### src/rtl/cntdown_pkg.sv
// Shared state codes and width helper for the countdown sequencer.
// Build option: CNTDOWN_PAUSE_EN enables the PAUSE state.
package cntdown_pkg;

  typedef logic [1:0] state_t;

  localparam state_t ST_IDLE  = 2'd0;
  localparam state_t ST_RUN   = 2'd1;
  localparam state_t ST_PAUSE = 2'd2;
  localparam state_t ST_ALARM = 2'd3;

  // bits needed to hold 0..n-1
  function automatic int cw(input int n);
    return (n < 2) ? 1 : $clog2(n);
  endfunction

endpackage

### src/rtl/cntdown_ctrl_btn_cond.sv
// Pushbutton conditioner: 2-flop sync, stability debounce,
// rising-edge pulse.
module btn_cond
  import cntdown_pkg::*;
#(
  parameter int DEB_LEN = 500000
) (
  input  logic CLOCK,
  input  logic RESET,
  input  logic BTN,
  output logic PULSE
);

  localparam int DW = cw(DEB_LEN);

  logic          s1, s2;
  logic          acc, acc_q;
  logic [DW-1:0] cnt;

  always_ff @(posedge CLOCK) begin
    if (RESET) begin
      s1    <= 1'b0;
      s2    <= 1'b0;
      acc   <= 1'b0;
      acc_q <= 1'b0;
      cnt   <= '0;
    end else begin
      s1    <= BTN;
      s2    <= s1;
      acc_q <= acc;
      if (s2 == acc) begin
        cnt <= '0;
      end else if (cnt == DW'(DEB_LEN - 1)) begin
        acc <= s2;
        cnt <= '0;
      end else begin
        cnt <= cnt + DW'(1);
      end
    end
  end

  assign PULSE = acc & ~acc_q;

endmodule

### src/rtl/cntdown_ctrl.sv
// Countdown timer sequencer: IDLE/RUN/PAUSE/ALARM control, prescaler.
// Build option: CNTDOWN_PAUSE_EN enables START-to-pause while running.
module cntdown_ctrl
  import cntdown_pkg::*;
#(
  parameter int DIV         = 50000000,
  parameter int DEB_LEN     = 500000,
  parameter int ALARM_TICKS = 10
) (
  input  logic       CLOCK,
  input  logic       RESET,
  input  logic       START,
  input  logic       CLR,
  input  logic [3:0] CNT,
  output logic       LD,
  output logic       EN,
  output logic       BUZZ,
  output logic       RUNNING
);

  localparam int PW = cw(DIV);
  localparam int AW = cw(ALARM_TICKS);

  state_t        st, st_n;
  logic [PW-1:0] ps;
  logic [AW-1:0] ac;
  logic          start_p, clr_p;
  logic          tick, zero, last;

  btn_cond #(.DEB_LEN(DEB_LEN)) u_start (
    .CLOCK (CLOCK),
    .RESET (RESET),
    .BTN   (START),
    .PULSE (start_p)
  );

  btn_cond #(.DEB_LEN(DEB_LEN)) u_clr (
    .CLOCK (CLOCK),
    .RESET (RESET),
    .BTN   (CLR),
    .PULSE (clr_p)
  );

  // prescaler also paces the alarm ticks
  assign tick = (st == ST_RUN || st == ST_ALARM)
             && (ps == PW'(DIV - 1));
  assign zero = (CNT == 4'd0);
  assign last = (ac == AW'(ALARM_TICKS - 1));

  always_comb begin
    st_n = st;
    if (clr_p) begin
      st_n = ST_IDLE;
    end else begin
      unique case (st)
        ST_IDLE:
          if (start_p) st_n = ST_RUN;
`ifdef CNTDOWN_PAUSE_EN
        ST_RUN:
          if (start_p)          st_n = ST_PAUSE;
          else if (tick && zero) st_n = ST_ALARM;
        ST_PAUSE:
          if (start_p) st_n = ST_RUN;
`else
        ST_RUN:
          if (tick && zero) st_n = ST_ALARM;
`endif
        ST_ALARM:
          if (start_p)          st_n = ST_IDLE;
          else if (tick && last) st_n = ST_IDLE;
        default:
          st_n = ST_IDLE;
      endcase
    end
  end

  always_ff @(posedge CLOCK) begin
    if (RESET) begin
      st      <= ST_IDLE;
      ps      <= '0;
      ac      <= '0;
      LD      <= 1'b1;
      EN      <= 1'b0;
      BUZZ    <= 1'b0;
      RUNNING <= 1'b0;
    end else begin
      st      <= st_n;
      LD      <= (st_n == ST_IDLE);
      RUNNING <= (st_n == ST_RUN);
      EN      <= (st == ST_RUN) && tick && !zero && !clr_p;

      if (st_n == ST_IDLE || st == ST_IDLE)
        ps <= '0;
      else if (st == ST_RUN || st == ST_ALARM)
        ps <= tick ? '0 : ps + PW'(1);

      if (st_n != ST_ALARM || st != ST_ALARM)
        ac <= '0;
      else if (tick)
        ac <= ac + AW'(1);

      if (st_n != ST_ALARM)
        BUZZ <= 1'b0;
      else if (st != ST_ALARM)
        BUZZ <= 1'b1;
      else if (tick)
        BUZZ <= ~BUZZ;
    end
  end

endmodule

### config.mk
export PLATFORM = sky130hd
export DESIGN_NAME = cntdown_ctrl
export DESIGN_NICKNAME = d
export VERILOG_FILES = /design/src/rtl/cntdown_pkg.sv /design/src/rtl/cntdown_ctrl_btn_cond.sv /design/src/rtl/cntdown_ctrl.sv
export SDC_FILE = /design/constraint.sdc
export NUM_CORES = 1
export LEC_CHECK = 0
export ABC_AREA = 1
export CAP_MARGIN = 15
export CORE_UTILIZATION = 35
export DETAILED_ROUTE_END_ITERATION = 10
export GPL_ROUTABILITY_DRIVEN = 0
export HOLD_SLACK_MARGIN = 0.03
export SYNTH_ARGS = -nofsm -noshare
export SYNTH_HDL_FRONTEND = slang
export SYNTH_SLANG_ARGS = --single-unit
### constraint.sdc
create_clock -name CLOCK -period 2.64 [get_ports CLOCK]
set_clock_uncertainty 0.2 [all_clocks]
set_input_delay 0.396 -clock CLOCK [delete_from_list [all_inputs] [get_ports CLOCK]]
set_output_delay 0.396 -clock CLOCK [all_outputs]
set_load 0.03 [all_outputs]
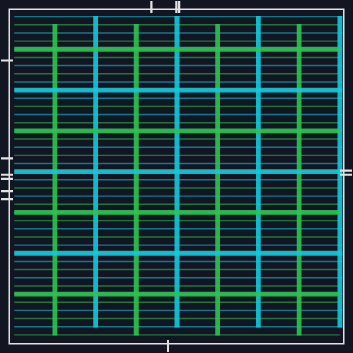
**Above:** PDN straps and rails.
Scale: 3 px per µm. Pins as bars on the die edge.
legend:
  cyan:
    net: VDD
  green:
    net: VSS
met5 straps: 7
met1 rails: 40
met4 straps: 8
signal pins: 12

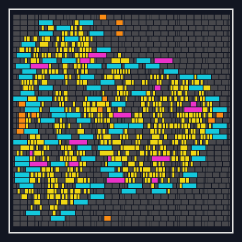
**Above:** cell classes on the final placement.
Scale: 2 px per µm. Fill, decap, tap and diode cells in grey.
legend:
  cyan:
    class: sequential cells
    cells: 82
  orange:
    class: remaining buffers and delay cells
    cells: 14
  yellow:
    class: remaining logic cells
    cells: 499
  magenta:
    class: clock drivers and dummy loads
    cells: 16

==> results.json <==
{
  "final-setup-viol-count": 0,
  "ys_area_um2": 4160,
  "tritoncts_clock_tree": "built",
  "common_cells": "118 x sky130_fd_sc_hd__nand2_1, 89 x sky130_fd_sc_hd__nor2_1, 82 x sky130_fd_sc_hd__dfxtp_1",
  "fp.dieArea_um2": 12300,
  "internal_power_mw": 1.95,
  "synthesis.instances": 588,
  "first_pass_grt_wire_length_um": 15300,
  "grt_pass1_vias": 3492,
  "cts_htree_levels": 3,
  "detailed_route_drc_error_count": 0,
  "maxPowerGroup": "sequential cells",
  "report.final.hold_viol_count": 0,
  "synth_cell_type_count": 44,
  "power.leakage_nw": 1.61,
  "hold_start": "u_clr.s1",
  "power.sequential.fraction_pct": 50.3,
  "ys.warnings.count": 0,
  "irDropWorstVdd_mv": 0.520,
  "cts_clock_pin_slew_for_the_worst_setup_and_hold_paths_ps": 60,
  "finalPower_mw": 2.47,
  "number_of_standard_cells_reported_by_yosys": 588,
  "cts-root-to-sink-buffers": 2,
  "clockNetworkPower_mw": 1.20,
  "post_synth_edffs": 0,
  "worst_skew_pair.late_latency_ps": 340,
  "crit_family": "simple AND/OR/NAND/NOR gates",
  "route.detailed.vias_per_inst": 4.78,
  "max_freq_mhz": 473,
  "worst_ep_required_time_ps": 2660,
  "synth_area_um2": 4160,
  "max_stage_delay_ps": 350,
  "cts.root.buffer_cell": "sky130_fd_sc_hd__clkbuf_16",
  "async_reset_ff_share_pct": 0,
  "outcome": "complete, no violations",
  "synth.yosys.seq_area_share_pct": 39.5
}
-- through the flow --
stage | setup WS [ps] | instances | utilization, % | hold slack (ps)
after floorplan | 836 | 588 | - | 188
after global placement | 389 | 738 | 38.4 | 191
after detailed placement | 360 | 738 | 38.4 | 198
after CTS | 512 | 754 | 40.9 | 207
after global routing | 302 | 754 | 40.9 | 237
final | 526 | 754 | 40.9 | 204
-- worst register-to-register path, cell delays in order, from the launching register on --
cell and delay, ps:
sky130_fd_sc_hd__dfxtp_1 350, sky130_fd_sc_hd__ha_1 250, sky130_fd_sc_hd__inv_1 90, sky130_fd_sc_hd__nor2_4 130, sky130_fd_sc_hd__nand2_2 70, sky130_fd_sc_hd__nor2_4 150, sky130_fd_sc_hd__nand4_1 130, sky130_fd_sc_hd__nand2_1 90
sky130_fd_sc_hd__nand2_1 70, sky130_fd_sc_hd__nand3_2 60, sky130_fd_sc_hd__buf_4 280, sky130_fd_sc_hd__nor2_1 100
-- cells in the final DEF (no fill, tap or decap), types with 5 or more instances in the layout --
cell type,instances
sky130_fd_sc_hd__clkbuf_16,9
sky130_fd_sc_hd__clkdlybuf4s50_1,11
sky130_fd_sc_hd__nor2_1,89
sky130_fd_sc_hd__inv_1,77
sky130_fd_sc_hd__nand2_1,118
sky130_fd_sc_hd__o21ai_0,15
sky130_fd_sc_hd__nand3_1,39
sky130_fd_sc_hd__dfxtp_1,82
sky130_fd_sc_hd__a21oi_1,24
sky130_fd_sc_hd__nor4_1,12
sky130_fd_sc_hd__xnor2_1,7
sky130_fd_sc_hd__nand4_1,17
sky130_fd_sc_hd__nor3_2,5
sky130_fd_sc_hd__xor2_1,11
sky130_fd_sc_hd__ha_1,5
sky130_fd_sc_hd__nor3_1,24
sky130_fd_sc_hd__nor2_2,12
-- cell families after synthesis --
| logic type | count (synthesis) | share of synthesized area, % |
|---|---|---|
| buf+inv | 88 | 8.54 |
| compound gates | 51 | 6.80 |
| fa+ha+maj | 5 | 1.50 |
| flops | 82 | 39.5 |
| simple gates | 344 | 39.9 |
| xor+xnor | 18 | 3.79 |
-- layout make-up --
class                   instances  area share (%)
clock inverters                 5           0.771
clock buffers                  11            5.37
multi-input cells             418            45.9
well taps                     143            3.80
inverters                      81            6.46
repair buffers                 14            2.82
flip-flops and latches         82            34.9
-- final timing paths --
kind	to	slack, ps	cells past startpoint
worst max register to register	ps[15]	530	11
worst max-delay path	ps[15]	530	11
worst min register to register	u_clr.s2	200	2
worst min-delay path	u_clr.s2	200	2
-- registers in the layout, indices dropped and copies added, names as in the netlist --
name / count
u_clr.acc: 1
u_clr.cnt: 19
EN: 1
ac: 4
u_clr.s2: 1
u_clr.s1: 1
u_start.s2: 1
u_clr.acc_q: 1
LD: 1
BUZZ: 1
u_start.cnt: 19
RUNNING: 1
u_start.acc_q: 1
u_start.s1: 1
u_start.acc: 1
st: 2
ps: 26
-- layer usage --
layer  GRT usage [%]  share of wire [%]  up-vias
met5               0                  0        -
met4            4.68               0.65        0
met3            5.03                2.9        4
met2            25.8                 47       36
met1            18.6                 50     1624
li1                -                  -     1942
